<file path="src/rtl/noc_reader.sv">
// NoC endpoint reader. Flits from a router output port are buffered in a small
// FIFO and drained one per cycle while enabled. Each drained flit has its
// destination, valid bit and per-source sequence number checked. Running counts,
// error pulses and a sticky overflow flag are reported.
module noc_reader #(
    parameter int         WIDTH   = 16,
    parameter int         DEPTH   = 8,
    parameter logic [1:0] MY_DEST = 2'b11
) (
    input  logic             clk,
    input  logic             reset,
    input  logic             write,
    input  logic [WIDTH-1:0] dataIn,
    input  logic             disableme,
    output logic             full,
    output logic             almost_full,
    output logic [15:0]      rx_count,
    output logic [15:0]      err_count,
    output logic [WIDTH-1:0] last_flit,
    output logic             seq_err,
    output logic             dest_err,
    output logic             overflow
);

    localparam int AW = $clog2(DEPTH);
    localparam int PW = AW + 1;
    localparam logic [PW-1:0] FULL_LEVEL   = PW'(DEPTH);
    localparam logic [PW-1:0] ALMOST_LEVEL = PW'(DEPTH - 1);
    localparam logic [PW-1:0] PTR_ONE      = PW'(1);

    typedef enum logic {RUN, PAUSE} drainState_t;

    drainState_t      state;
    logic [WIDTH-1:0] fifoMem [DEPTH];
    logic [PW-1:0]    wptr;
    logic [PW-1:0]    rptr;
    logic [PW-1:0]    occupancy;
    logic [9:0]       expectedSeq [4];

    logic             pushEn;
    logic             popEn;
    logic [WIDTH-1:0] headFlit;
    logic [9:0]       headSeq;
    logic [1:0]       headSrc;
    logic [1:0]       headDest;
    logic             headValid;
    logic             seqBad;
    logic             destBad;

    // The extra pointer bit distinguishes a full FIFO from an empty one, so the
    // occupancy is a plain subtraction that wraps correctly.
    assign occupancy   = wptr - rptr;
    assign full        = (occupancy == FULL_LEVEL);
    assign almost_full = (occupancy >= ALMOST_LEVEL);

    // A flit written this edge only becomes visible through wptr after the
    // edge, so it can never be popped in the same cycle it arrives.
    assign pushEn = write && !full;
    assign popEn  = (state == RUN) && (occupancy != '0);

    assign headFlit  = fifoMem[rptr[AW-1:0]];
    assign headSeq   = headFlit[14:5];
    assign headSrc   = headFlit[4:3];
    assign headDest  = headFlit[2:1];
    assign headValid = headFlit[0];
    assign destBad   = (headDest != MY_DEST) || !headValid;
    assign seqBad    = (headSeq != expectedSeq[headSrc]);

    // Storage array; stale contents are harmless because the pointers gate them.
    always_ff @(posedge clk) begin
        if (reset && pushEn) begin
            fifoMem[wptr[AW-1:0]] <= dataIn;
        end
    end

    // Write side: advance on an accepted flit, latch overflow on a dropped one.
    always_ff @(posedge clk) begin
        if (!reset) begin
            wptr     <= '0;
            overflow <= 1'b0;
        end else begin
            if (pushEn) begin
                wptr <= wptr + PTR_ONE;
            end
            if (write && full) begin
                overflow <= 1'b1;
            end
        end
    end

    // Drain control: pause while disableme is high, resume once it drops.
    always_ff @(posedge clk) begin
        if (!reset) begin
            state <= RUN;
        end else if (disableme) begin
            state <= PAUSE;
        end else begin
            state <= RUN;
        end
    end

    // Read side: pop the head flit, check it, and update counters and table.
    always_ff @(posedge clk) begin
        if (!reset) begin
            rptr      <= '0;
            rx_count  <= '0;
            err_count <= '0;
            last_flit <= '0;
            seq_err   <= 1'b0;
            dest_err  <= 1'b0;
            for (int i = 0; i < 4; i++) begin
                expectedSeq[i] <= '0;
            end
        end else begin
            seq_err  <= 1'b0;
            dest_err <= 1'b0;
            if (popEn) begin
                rptr      <= rptr + PTR_ONE;
                last_flit <= headFlit;
                seq_err   <= seqBad;
                dest_err  <= destBad;
                if (rx_count != 16'hFFFF) begin
                    rx_count <= rx_count + 16'd1;
                end
                if ((seqBad || destBad) && (err_count != 16'hFFFF)) begin
                    err_count <= err_count + 16'd1;
                end
                if (!destBad) begin
                    expectedSeq[headSrc] <= headSeq + 10'd1;
                end
            end
        end
    end

endmodule

</file>
<file path="config.mk">
export PLATFORM = sky130hd
export DESIGN_NAME = noc_reader
export DESIGN_NICKNAME = d
export VERILOG_FILES = /design/src/rtl/noc_reader.sv
export SDC_FILE = /design/constraint.sdc
export NUM_CORES = 1
export LEC_CHECK = 0
export CORE_MARGIN = 2
export CORE_UTILIZATION = 41
export CTS_CLUSTER_SIZE = 28
export DETAILED_ROUTE_END_ITERATION = 6
export HOLD_SLACK_MARGIN = 0.15
export SYNTH_ARGS = -nofsm -noshare
export SYNTH_HDL_FRONTEND = slang
export SYNTH_SLANG_ARGS = --single-unit
</file>
<file path="constraint.sdc">
create_clock -name clk -period 3.8 [get_ports clk]
set_clock_uncertainty 0.05 [all_clocks]
set_input_delay 0.57 -clock clk [delete_from_list [all_inputs] [get_ports clk]]
set_output_delay 0.57 -clock clk [all_outputs]
set_load 0.01 [all_outputs]
</file>
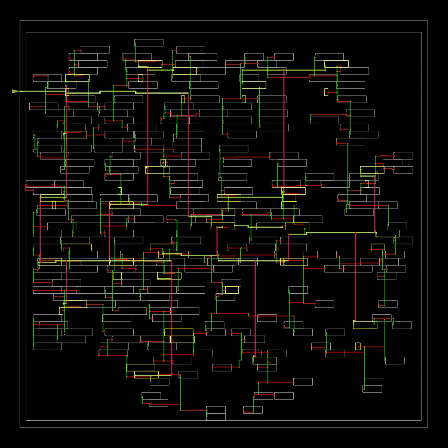
*Clock routing*
Late-Pin Clk Latency: 530 ps
num sequential: 231
number of buffers created by CTS: 26

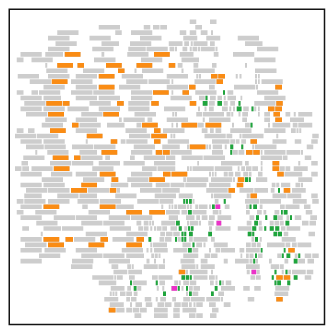
*Gate-type map*
(2 px per µm)
| color | family | cells | most used |
|---|---|---|---|
| orange | mux cells | 83 | mux2i_1 |
| magenta | non-inverting ao/oa cells | 4 | a21o_1 |
| green | nand cells | 81 | nand2_1 |

==> impl_metrics.csv <==
group,metric,value,unit
outcome,outcome,"finished, final reports clean",
final_timing,setup_viol,0,
final_timing,rsz0062_at_grt,"false",
synthesis,aoi_share,3.32,%
cells_and_area,final_layout_top_logic_cells,"168 x edfxtp_1, 92 x nor2_1, 72 x clkdlybuf4s50_1",
synthesis,synthArstFlopShare,0,%
pwr,swShare,29.8,%
pwr,p_switching,2360,µW
global_route,grt_max_degree,45,
synthesis,fa_ha_area_share,1.25,%
route,vias_per_cell,5.26,
setup_path,startpoint,"wptr[0]",
synthesis,ys_cells,678,
setup_path,cp_top_family,"buffers and inverters",
pwr,ir_drop,0.000417,V
setup_path,crit_arrival,3000,ps
synthesis,yosysWarnings,0,
cells_and_area,seqCellArea,6310,µm²
cells_and_area,clkCellAreaFrac,7.45,%
floorplan,chipArea,24600,µm²
clocking,cts.sinks,231,
setup_path,cp_data_required_time,3180,ps
synthesis,yosysTopAreaCell,"edfxtp_1",
route,met1_length,8680,µm
floorplan,rows,55,
route,via_count,5846,
final_timing,fin_crit,3620,ps
clocking,htreeDepth,1,
cells_and_area,buf_share,8.36,%
synthesis,area_leaders,"edfxtp_1 53%, dfxtp_1 13%, mux4_2 8.0%",
final_timing,slew_headroom,57.3,%
clocking,cts_tree,"yes",
synthesis,syn_area_per_cell,14.1,µm²
worst_hold_path,min_to,"last_flit[3]",
setup_path,path_class,"reg2out",
pwr,power_leakage,0.00404,µW
clocking,path_clk_slew,60,ps
synthesis,ys_top_logic_family,"multiplexers",
synthesis,ys_ff,231,
synthesis,synthesis.area,9580,µm²
pwr,p_total,7890,µW
cells_and_area,multi_input_comb_cells,400,
setup_path,cp-start-kind,"flip-flop",
synthesis,ys_seq_share,65.8,%
setup_path,critPathSlowestCell,"clkdlybuf4s50_1",
clocking,root_buffer,"clkbuf_16",
floorplan,ios,73,
cells_and_area,final_cells,1111,
pwr,p_int,5540,µW
pwr,p_clk_share,32.0,%
global_route,grt_use_met1,21.7,%
synthesis,simple_gate_share,10.8,%
route,first_iter_violations,311,
global_route,grt_pass1_vias,6050,
synthesis,yosysMostFrequentCell,"edfxtp_1",
pwr,seqPwrFrac,39.1,%
setup_path,worst_path_most_repeated_cell,"inv_1",
pwr,powerComb,2280,µW
route,wl_per_cell,18.9,µm
pwr,largestPowerGroup,"registers",
global_route,track_usage,17.5,%
cells_and_area,drive_gt1_share,15.4,%
final_timing,slew_viol_final,0,
cells_and_area,diodes,0,
route,wl_met2,10600,µm
final_timing,finalClockPeriodUsage,95.3,%
floorplan,taps,313,
cells_and_area,num-nonclk-inverters,14,
clocking,post-cts-setup-buffers,0,
worst_hold_path,hold_class,"reg2reg",
cells_and_area,logic_area,3120,µm²
cells_and_area,largest_reg_flops,128,
synthesis,common_cells,"168 x edfxtp_1, 92 x nor2_1, 63 x dfxtp_1",
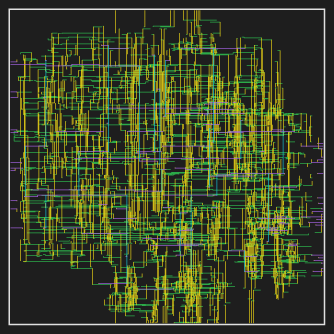
*Routed metal, one color a layer*
(2 px per µm)
| color | layer | wire length |
|---|---|---|
| purple | metal 3 | 1100 µm |
| green | metal 1 | 8680 µm |
| yellow | metal 2 | 10600 µm |
| cyan | metal 4 | 607 µm |

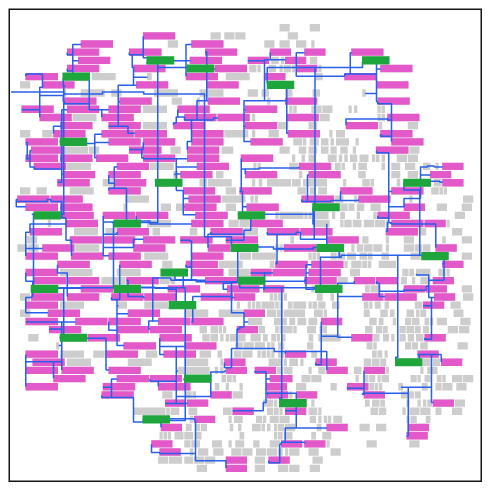
*Routed clock nets over the placement*
(3 px per µm)
[blue] clock wires | length: 2770 µm
[magenta] flip-flops | count: 231
[green] clock drivers | count: 26
routed clock nets: 27

Power is estimated from default activity; no workload was simulated.
